--- config.mk ---
export PLATFORM = sky130hd
export DESIGN_NAME = wb_stage_flat
export DESIGN_NICKNAME = d
export VERILOG_FILES = /design/src/rtl/wb_stage_if.sv /design/src/rtl/wb_stage.sv /design/src/flat_wrapper.sv
export SDC_FILE = /design/constraint.sdc
export NUM_CORES = 1
export LEC_CHECK = 0
export ABC_AREA = 1
export CORE_UTILIZATION = 40
export DETAILED_ROUTE_END_ITERATION = 6
export PLACE_DENSITY = 0.7
export SYNTH_ARGS = -nofsm -noshare
export SYNTH_HDL_FRONTEND = slang
export SYNTH_SLANG_ARGS = --single-unit
--- constraint.sdc ---
create_clock -name clk -period 1.64 [get_ports clk]
set_input_delay 0.246 -clock clk [delete_from_list [all_inputs] [get_ports clk]]
set_output_delay 0.246 -clock clk [all_outputs]
set_load 0.05 [all_outputs]
--- src/rtl/wb_stage_if.sv ---
// wb_stage_if: MEM/WB boundary bundle.
//   EX/MEM side (driven by master): ex_mem_wb_ctl {regwrite, memtoreg}, ex_mem_rd,
//     ex_mem_alu_result, mem_read_data, ex_mem_valid, stall, flush.
//   Write-back side (driven by slave): MEM_WB_rd, MEM_WB_regwrite,
//     WB_mux_writedata, mem_wb_valid, retire_count.
interface wb_stage_if #(
  parameter int unsigned DATA_W = 32
);
  logic [1:0]        ex_mem_wb_ctl;
  logic [4:0]        ex_mem_rd;
  logic [DATA_W-1:0] ex_mem_alu_result;
  logic [DATA_W-1:0] mem_read_data;
  logic              ex_mem_valid;
  logic              stall;
  logic              flush;

  logic [4:0]        MEM_WB_rd;
  logic              MEM_WB_regwrite;
  logic [DATA_W-1:0] WB_mux_writedata;
  logic              mem_wb_valid;
  logic [DATA_W-1:0] retire_count;

  modport master (
    output ex_mem_wb_ctl, ex_mem_rd, ex_mem_alu_result, mem_read_data,
           ex_mem_valid, stall, flush,
    input  MEM_WB_rd, MEM_WB_regwrite, WB_mux_writedata, mem_wb_valid,
           retire_count
  );

  modport slave (
    input  ex_mem_wb_ctl, ex_mem_rd, ex_mem_alu_result, mem_read_data,
           ex_mem_valid, stall, flush,
    output MEM_WB_rd, MEM_WB_regwrite, WB_mux_writedata, mem_wb_valid,
           retire_count
  );
endinterface

--- src/rtl/wb_stage.sv ---
// wb_stage: MEM/WB pipeline register plus write-back mux and retire counter.
//   clk    : single clock, rising edge
//   rst_n  : synchronous active-low reset
//   bus    : wb_stage_if.slave (EX/MEM inputs, stall/flush, write-back outputs)
// Priority on each edge: reset > flush > stall > load.
module wb_stage #(
  parameter int unsigned DATA_W = 32
) (
  input  logic       clk,
  input  logic       rst_n,
  wb_stage_if.slave  bus
);

  logic              valid_q;
  logic              regwrite_q;
  logic              memtoreg_q;
  logic [4:0]        rd_q;
  logic [DATA_W-1:0] alu_q;
  logic [DATA_W-1:0] rdata_q;
  logic [DATA_W-1:0] retire_q;
  logic              retire_now;

  always_ff @(posedge clk) begin
    if (!rst_n) begin
      valid_q    <= 1'b0;
      regwrite_q <= 1'b0;
      memtoreg_q <= 1'b0;
      rd_q       <= '0;
      alu_q      <= '0;
      rdata_q    <= '0;
    end else if (bus.flush) begin
      valid_q    <= 1'b0;
      regwrite_q <= 1'b0;
      memtoreg_q <= 1'b0;
      rd_q       <= '0;
      alu_q      <= '0;
      rdata_q    <= '0;
    end else if (!bus.stall) begin
      valid_q    <= bus.ex_mem_valid;
      regwrite_q <= bus.ex_mem_wb_ctl[1] & bus.ex_mem_valid;
      memtoreg_q <= bus.ex_mem_wb_ctl[0];
      rd_q       <= bus.ex_mem_rd;
      alu_q      <= bus.ex_mem_alu_result;
      rdata_q    <= bus.mem_read_data;
    end
  end

  // An instruction leaves write-back whenever the register is not holding it;
  // flush overrides stall, so a flushed-while-stalled instruction still retires.
  assign retire_now = valid_q & (bus.flush | ~bus.stall);

  always_ff @(posedge clk) begin
    if (!rst_n) begin
      retire_q <= '0;
    end else if (retire_now) begin
      retire_q <= retire_q + DATA_W'(1);
    end
  end

  assign bus.MEM_WB_rd        = rd_q;
  assign bus.MEM_WB_regwrite  = regwrite_q & valid_q & (rd_q != 5'd0);
  assign bus.WB_mux_writedata = memtoreg_q ? rdata_q : alu_q;
  assign bus.mem_wb_valid     = valid_q;
  assign bus.retire_count     = retire_q;

endmodule

--- src/flat_wrapper.sv ---
// flat-port wrapper written by rule: the top's interface ports become plain ports
module wb_stage_flat 
#(
  parameter int unsigned DATA_W = 32
)
  (clk, rst_n, bus_ex_mem_wb_ctl, bus_ex_mem_rd, bus_ex_mem_alu_result, bus_mem_read_data, bus_ex_mem_valid, bus_stall, bus_flush, bus_MEM_WB_rd, bus_MEM_WB_regwrite, bus_WB_mux_writedata, bus_mem_wb_valid, bus_retire_count);
  wb_stage_if #(.DATA_W(DATA_W)) bus_i ();
  input  logic clk;
  input  logic rst_n;
  input wire logic [$bits(bus_i.ex_mem_wb_ctl)-1:0] bus_ex_mem_wb_ctl;
  input wire logic [$bits(bus_i.ex_mem_rd)-1:0] bus_ex_mem_rd;
  input wire logic [$bits(bus_i.ex_mem_alu_result)-1:0] bus_ex_mem_alu_result;
  input wire logic [$bits(bus_i.mem_read_data)-1:0] bus_mem_read_data;
  input wire logic [$bits(bus_i.ex_mem_valid)-1:0] bus_ex_mem_valid;
  input wire logic [$bits(bus_i.stall)-1:0] bus_stall;
  input wire logic [$bits(bus_i.flush)-1:0] bus_flush;
  output wire logic [$bits(bus_i.MEM_WB_rd)-1:0] bus_MEM_WB_rd;
  output wire logic [$bits(bus_i.MEM_WB_regwrite)-1:0] bus_MEM_WB_regwrite;
  output wire logic [$bits(bus_i.WB_mux_writedata)-1:0] bus_WB_mux_writedata;
  output wire logic [$bits(bus_i.mem_wb_valid)-1:0] bus_mem_wb_valid;
  output wire logic [$bits(bus_i.retire_count)-1:0] bus_retire_count;
  assign bus_i.ex_mem_wb_ctl = bus_ex_mem_wb_ctl;
  assign bus_i.ex_mem_rd = bus_ex_mem_rd;
  assign bus_i.ex_mem_alu_result = bus_ex_mem_alu_result;
  assign bus_i.mem_read_data = bus_mem_read_data;
  assign bus_i.ex_mem_valid = bus_ex_mem_valid;
  assign bus_i.stall = bus_stall;
  assign bus_i.flush = bus_flush;
  assign bus_MEM_WB_rd = bus_i.MEM_WB_rd;
  assign bus_MEM_WB_regwrite = bus_i.MEM_WB_regwrite;
  assign bus_WB_mux_writedata = bus_i.WB_mux_writedata;
  assign bus_mem_wb_valid = bus_i.mem_wb_valid;
  assign bus_retire_count = bus_i.retire_count;
  wb_stage #(.DATA_W(DATA_W)) u_core (.clk(clk), .rst_n(rst_n), .bus(bus_i));
endmodule
==> summary.txt, run 1 <==
Implementation results

The flow ran to the end, and the final reports show no timing, DRC or antenna violations. The clock root buffer master is sky130_fd_sc_hd__clkbuf_16. The maximum clock frequency is ~0.61 GHz.

The flip-flop and latch count after synthesis is 104. Nets still carrying antenna violations after routing amount to 0. In this run the tool buffered the top-level ports with 146 buffer cells. The layout net count is 899. The type of origin of the critical path is a flip-flop. The via count of the first global-routing pass is 4,468. The mux share of post-synthesis cell area is 0%. The die area is 12,200 um^2. The CTS tree is yes. In this run the worst path has a maximum fanout of 16. TritonCTS reports the number of clock sinks as around 100.

The half-perimeter wire length of the detailed placement result is 9440 um. The initial antenna violation count was 0. The share of total power dissipated in the clock network is just under 40%. The post-synth net total is 752.

Data on the critical path is required at its endpoint by 1.39 ns. For this run, the final setup violation count is recorded as 0. Per the CTS log, the maximum H-tree level is 3. After its last routability iteration, the placer logged a weighted congestion of 0.918.

The count of inserted antenna diode cells is 0. Looking at the power breakdown, combinational cells take between 10% and 20% of the total. Averaged over all synthesized cells, the footprint is 6.96 um^2.

The async set or reset register ratio after synthesis is 0%. The share of post-route cells with drive strength above 1 is 18.4%. The clock tree buffer depth is 2. The first detailed-routing pass ran for 4 iterations.

The synthesized netlist handed to floorplanning was reported with a cell count of 675. The final timing report lists a hold violation count of 0. The worst min-delay path category is input port to flip-flop. In this run the biggest area consumer among cell types represents ~44% of the synthesized area.

The power per cell area is 805 nW/um^2. The cell-mix breakdown from Yosys lists the XOR/XNOR area share as 0.559%. The routed layout reports a DRC error count of 0.

The sequential share of power is 46.0%. Cells fill 61.9% of the core in the end. The relative slew slack is 75.9%.

The layout overhead on the synthesized area is 50.4%. At the later pin of the worst-skew pair, clock insertion delay measures 0.35 ns. The number of enable flip-flop cells is 0. The synthesized netlist devotes 0.266% of its cell area to adder and majority cells. The post-synthesis cell type count is 33. Per the run summary, max-cap violations total 0.

The global route stage reports its total congestion overflow as 0. The standard cell area after detailed placement is 6660 um^2. The part of the Yosys area used for sequential elements is 44.3%. The total non-filler cell area in the finished layout is a little over 7000 um^2. STA classifies the critical path endpoint as an output port. In the Yosys report the total cell count is 675. Setup repair after global routing could not meet its margin everywhere. After synthesis, the cell types taking the most area are sky130_fd_sc_hd__dfxtp_1 (44%), sky130_fd_sc_hd__nand2_1 (14%), sky130_fd_sc_hd__nor2_1 (7.0%). Across the routed clock network, the largest skew measured is 0.00626 ns. The area figure in the yosys stat output is 4700 um^2. Pin placement for this block handled around 150 I/O pins.

The vertical die dimension reported for this design is 110 um. Once the floorplan was initialized, standard cells occupied 41.2% of the core. Warnings raised by the tools during the run amount to 29. The placeable core area is about 11,000 um^2.

After layout, the minimum clock period comes to 1.64 ns. The number of pins exceeding their max-slew limit in the final report is 0. Cell internal power was estimated by the tool at 0.00426 W. The tally of yosys warning messages is 0. The simple-gate share of the synthesized area is between 30% and 40%. In the routed layout, each cell is associated on average with a via count of 4.97.

After layout, the worst path uses roughly 100% of the clock period. The critical path start-end classification is flip-flop to output port. By area, the combinational part of the netlist is dominated by simple AND/OR/NAND/NOR gates. The leakage dissipation is ~2.8 nW.
==> run 1: final cells by class <==
class	count	area, um^2	area share, %
Clock inverter	5	55.1	0.779
Inverter	73	274	3.88
Sequential cell	104	2090	29.6
Timing Repair Buffer	169	1970	27.8
Clock buffer	11	253	3.58
Multi-Input combinational cell	465	2250	31.8
Tap cell	143	179	2.53
==> run 1: worst max-delay path, stage by stage (launching register included) <==
cell                        delay (ns)
sky130_fd_sc_hd__dfxtp_4          0.38
sky130_fd_sc_hd__clkbuf_16        0.19
sky130_fd_sc_hd__o21ai_1          0.28
sky130_fd_sc_hd__buf_12           0.18
==> run 1: registers in the layout (all words and copies together), names as in the netlist <==
name,cells
u_core.rdata_q,32
u_core.bus.retire_count,32
u_core.regwrite_q,1
u_core.bus.mem_wb_valid,1
u_core.memtoreg_q,1
u_core.bus.MEM_WB_rd,5
u_core.alu_q,32
==> run 1: cells in the final DEF (no fill, tap or decap), drive strengths merged, types with 2 or more instances in the layout <==
cell type / count
xnor2: 2
clkinvlp: 2
clkbuf: 13
nand4: 7
nand3: 23
o21a: 2
buf: 93
inv: 73
clkinv: 2
a211oi: 32
nand2: 185
clkdlybuf4s50: 74
a21oi: 49
nor3: 11
o21bai: 2
nor2: 101
o21ai: 45
dfxtp: 104
==> run 1: repair_timing <==
item / in CTS / in global routing
setup endpoints to repair: 21 / 37
setup buffers: 0 / 0
gates resized: 1 / 32
gates cloned: 0 / 3
==> run 1: kinds of logic after synthesis <==
kind of cell	count (synthesis)
buffers and inverters	106
and+or+nand+nor	330
DFF	104
xor gates and xnor gates	3
AOI/OAI and AO/OA	131
adders and majority gates	1
==> run 1: per-layer routing <==
layer	vias up	track usage (%)	wire, um
met5	-	0	0
met4	0	9.40	255
met3	19	7.58	1020
met2	145	35.7	6410
met1	2207	26.3	5840
li1	2452	-	-
==> run 1: final timing paths <==
kind / startpoint / endpoint / slack (ns) / depth (start not counted)
setup / recovery: u_core.memtoreg_q / bus_WB_mux_writedata[11] / 0.003 / 3
hold / removal: bus_stall / u_core.regwrite_q / 0.42 / 4
setup reg to reg: u_core.bus.retire_count[0] / u_core.bus.retire_count[28] / 0.14 / 10
hold reg to reg: u_core.alu_q[18] / u_core.alu_q[18] / 0.47 / 2
==> run 1: power by group through the flow <==
stage | clock, W | sequential (W) | combinational (W)
2_1_floorplan | 0 | 0.00269 | 0.000353
3_3_place_gp | 0 | 0.00267 | 0.000809
3_5_place_dp | 0 | 0.00268 | 0.000816
4_1_cts | 0.00227 | 0.00262 | 0.000819
5_1_grt | 0.00236 | 0.00263 | 0.000891
6_report | 0.00224 | 0.00262 | 0.000833
==> run 1: per-stage QoR <==
step / instances / power [W] / setup slack (ns)
6_report: 970 / 0.00569 / 0.00305
4_1_cts: 967 / 0.00571 / -0.0628
5_1_grt: 970 / 0.00588 / -0.0298
3_5_place_dp: 951 / 0.00349 / -0.127
2_1_floorplan: 675 / 0.00304 / -0.364
3_3_place_gp: 951 / 0.00348 / -0.0785
==> run_1/gates.png <==
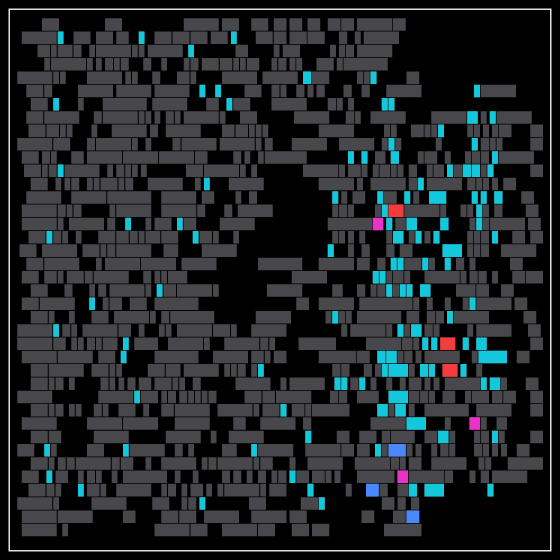
Key: cyan = nor cells [cells 112, where widely spread]; red = xor and xnor cells [cells 3]; magenta = and/or cells [cells 3]; blue = non-inverting ao/oa cells [cells 3]

==> run_1/m3.png <==
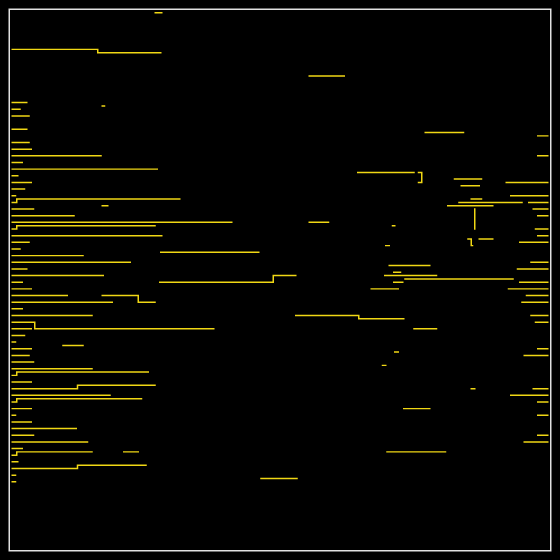
The longest straight run is 44.9 um. The wires run mostly horizontal. The layer carries 1,020 um of wire.
total routed wirelength: 13,500 um
count of vias placed by the detailed router: 4,823
met3 GRT Util: 7.58%

==> run_1/congestion_map.png <==
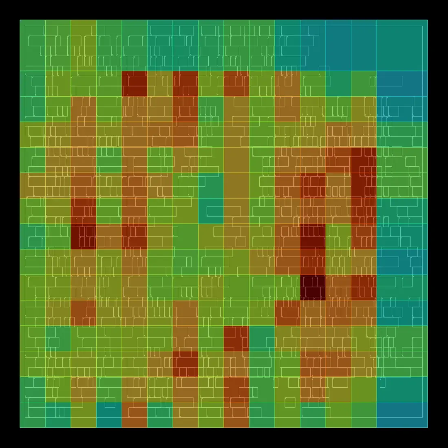
Global Route met2 Usage: 35.7%
met1 track utilization from global routing: 26.3%
Routed WL per cell: 13.9 um
global routing usage summed across all routing layers: 22.0%
most used routing layer: met2

==> run 1 -> run 2 <==
--- a/config.mk
+++ b/config.mk
@@ -9,6 +9,8 @@
 export CORE_UTILIZATION = 40
 export DETAILED_ROUTE_END_ITERATION = 6
 export PLACE_DENSITY = 0.7
+export SETUP_SLACK_MARGIN = 0.5
 export SYNTH_ARGS = -nofsm -noshare
 export SYNTH_HDL_FRONTEND = slang
 export SYNTH_SLANG_ARGS = --single-unit
+export TNS_END_PERCENT = 50
==> run_2/m2.png <==
Bar = 20 um.
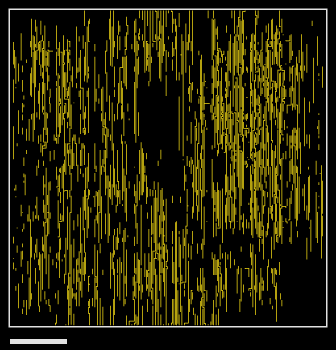
The layer carries 7,830 um of wire. 801 nets have wire on it. The longest straight run is 40.1 um.
Global Route met2 Usage: 40.9%
total routed wirelength: 15,500 um
count of vias placed by the detailed router: 5,159

==> run 2 against run 1 <==
Cell count up 3.5%. First-iteration DRC count up 0.95%. Register-to-register slack better by 0.07 ns. Global-route usage up 2.1 points. Die area unchanged. Combinational power up 16%. Synthesized area unchanged. Routed wire length up 14%. Highest routed layer unchanged.
==> summary.txt, run 2 <==
Implementation results

The flow ran to the end, and the final reports show no timing, DRC or antenna violations. The clock period could shrink to 1.63 ns. Yosys attributes the largest share of cell area to sky130_fd_sc_hd__dfxtp_1 (44%), sky130_fd_sc_hd__nand2_1 (14%), sky130_fd_sc_hd__nor2_1 (7.0%). Synthesis produced roughly 680 cells. The power per cell area is 682 nW/um^2. The launching element of the worst setup path is u_core.memtoreg_q. By startpoint and endpoint, the worst setup path is classified as flip-flop to output port. For this run the aggregate overflow at the end of global routing stands at 0.

The worst min-delay path endpoint is u_core.rdata_q[0]. Looking at the reg2reg group, the worst path ends at u_core.bus.retire_count[11]. The number of routed nets with antenna violations is 0. The worst hold path belongs to the class input port to flip-flop.

The largest fanout on the critical path is 7. TritonCTS built the clock tree. The final timing report lists clock skew as approximately 0.0055 ns.

The via count of the first global-routing pass came to between 4,000 and 5,000. The logic gate share of total power is between 15 and 20%. The leakage dissipation is 3.33 nW. The post-synthesis cell type count is 33. The residual DRC count is 0. The tally of OpenROAD warnings is 29. By instance count after routing, the leading logic cell types are sky130_fd_sc_hd__nand2_1 (146), sky130_fd_sc_hd__nor2_1 (74), sky130_fd_sc_hd__clkdlybuf4s50_1 (72), sky130_fd_sc_hd__inv_1 (65), sky130_fd_sc_hd__dfxtp_1 (65). The effective utilization at floorplan is just over 40%. The region available for standard cell placement spans 11,400 um^2. The clock insertion delay at the later pin of the skew report is 0.35 ns. Looking at the power breakdown, the clock network takes between 30% and 40% of the total. Setup repair after global routing could not meet its margin everywhere. Yosys mapped a number of flops with a built-in enable equal to 0. The first detailed-routing pass took 5 iterations. The type of origin of the critical path is a flip-flop. The count of endpoints failing setup in the final report is 0. The async set or reset register ratio after synthesis is 0%. The maximum clock frequency is roughly 0.61 GHz. Counting instances, the worst hold path has a depth of 3.

The half-perimeter wire length of the detailed placement result is 9760 um. The layout net count is 933. The launching point of the worst reg2reg path is u_core.bus.retire_count[0]. TritonCTS reports the number of clock sinks as approximately 100. 0 antenna diodes ended up in the layout. The number of H-tree branching levels is 3. The final estimated routing congestion in global placement is about 0.88. The switching share of total power is 25.7%. The most common logic cell in the routed design is sky130_fd_sc_hd__nand2_1. After synthesis, the chip area reported by Yosys is between 4000 and 5000 um^2.

The y dimension of the die is 110 um. The logic depth of the worst register-to-register path is 10. The number of placed I/O pins is 147. Warnings reported by Yosys during synthesis add up to 0.

The setup slack on the worst flop-to-flop path is 0.21 ns. During placement, the flow inserted port buffers numbering around 150. The required time at the worst endpoint is listed as between 1 and 1.5 ns. In this run, synthesis produced a sequential element count of 104. The initial antenna violation count is 0. A synthesized cell averages between 6 and 7 um^2. The number of nets handed over by synthesis was 752. Counting along the longest clock path gives a buffer depth of 2. The layout overhead on the synthesized area is 82.3%.

The final hold violation count is 0. In this run the cell area measured after placement is 7170 um^2. The relative slew slack is 76.2%. The number of cells reported by Yosys stat comes to 675. The beginning of the worst hold path is bus_stall. Counting pins that exceed their max-slew limit in the final report gives 0.

The internal power of the cells totals ~0.0043 W. According to the floorplan report, the total die area is between 10,000 and 15,000 um^2. Per the final layout report, the fraction of cells sized above drive strength 1 comes to 36.8%. The total non-filler cell area in the finished layout is 8570 um^2.

Dividing the final minimum period by the clock period gives 99.3%. After synthesis, the largest area contributor takes up 44.3% of total cell area. Looking at the power breakdown, sequential logic takes 44.1% of the total. Using the TritonRoute via totals, the vias-per-cell ratio works out to a little over 5. The clock root buffer master is sky130_fd_sc_hd__clkbuf_16. The part of the Yosys area used for sequential elements is ~44%.
==> run_2/congestion_map.png <==
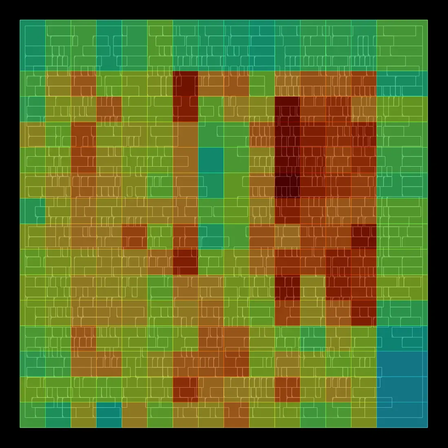
met1 track utilization from global routing: 28.0%
Routed WL per cell: 15.4 um
global routing usage summed across all routing layers: 24.0%
met3 GRT Util: 7.23%

==> run 2: how the worst max path moves through the flow <==
stage | end | cells past startpoint
6_report | bus_WB_mux_writedata[14] | 4
5_1_grt | bus_WB_mux_writedata[14] | 4
4_1_cts | bus_WB_mux_writedata[17] | 4
3_5_place_dp | u_core.bus.retire_count[11] | 10
3_3_place_gp | u_core.bus.retire_count[11] | 10
2_1_floorplan | u_core.bus.retire_count[28] | 10
==> run 2: metrics by stage <==
| step | worst slack [ns] | util, % | std cells | TNS, ns | total power, W |
|---|---|---|---|---|---|
| final | 0.0121 | 75.0 | 1004 | 0 | 0.00584 |
| after global placement | -0.00748 | 62.8 | 951 | -0.00748 | 0.00353 |
| after floorplan | 0.298 | - | 675 | 0 | 0.00310 |
| after global routing | -0.0173 | 75.0 | 1004 | -0.0315 | 0.00603 |
| after CTS | 0.00797 | 68.6 | 987 | 0 | 0.00583 |
| after detailed placement | -0.0386 | 62.8 | 951 | -0.102 | 0.00353 |
==> run 2: timing repair <==
item,CTS,global route
hold buffers,0,0
gates resized,47,165
pin swaps,35,45
setup buffers,18,14
setup endpoints to repair,100,128
cloned,2,3
hold endpoints to repair,0,0
==> run 2: power groups by stage <==
stage	Clock (W)	Combinational (W)	Sequential, W
detailed placement	0	0.000885	0.00265
CTS	0.00232	0.000921	0.00259
global route	0.00242	0.00103	0.00258
floorplan	0	0.000440	0.00266
global placement	0	0.000879	0.00265
finish	0.00230	0.000968	0.00258
==> run 2: worst max-delay path: stages, from the launching register on <==
cell and delay (ns):
sky130_fd_sc_hd__dfxtp_4 0.40, sky130_fd_sc_hd__buf_12 0.15, sky130_fd_sc_hd__buf_12 0.14, sky130_fd_sc_hd__o21ai_4 0.18, sky130_fd_sc_hd__buf_12 0.15
==> run 2: cells by family after synthesis <==
| kind of cell | after synthesis | share of synthesized area (%) |
|---|---|---|
| and+or+nand+nor | 330 | 30.2 |
| AOI/OAI and AO/OA | 131 | 16.0 |
| buffers and inverters | 106 | 8.65 |
| DFF | 104 | 44.3 |
| xor gates and xnor gates | 3 | 0.559 |
| adders and majority gates | 1 | 0.266 |
==> run 2: cell type report <==
type / count / area [um^2]
sequential: 104 / 2210
fill: 795 / 2850
clock buffer: 11 / 264
inverter: 73 / 282
tap: 143 / 179
multi-input combinational: 466 / 2940
timing repair buffer: 202 / 2640
clock inverter: 5 / 51.3
==> run 2: metal layers <==
metal	routed length, um	GRT usage [%]	up-vias	part of all wire, %
met1	6100	28.0	2407	39
met5	0	0	-	0
li1	-	-	2530	-
met4	334	10.1	0	2.2
met2	7830	40.9	196	51
met3	1200	7.23	26	7.8
No activity file was given, so power comes from the tool's default toggle rates.
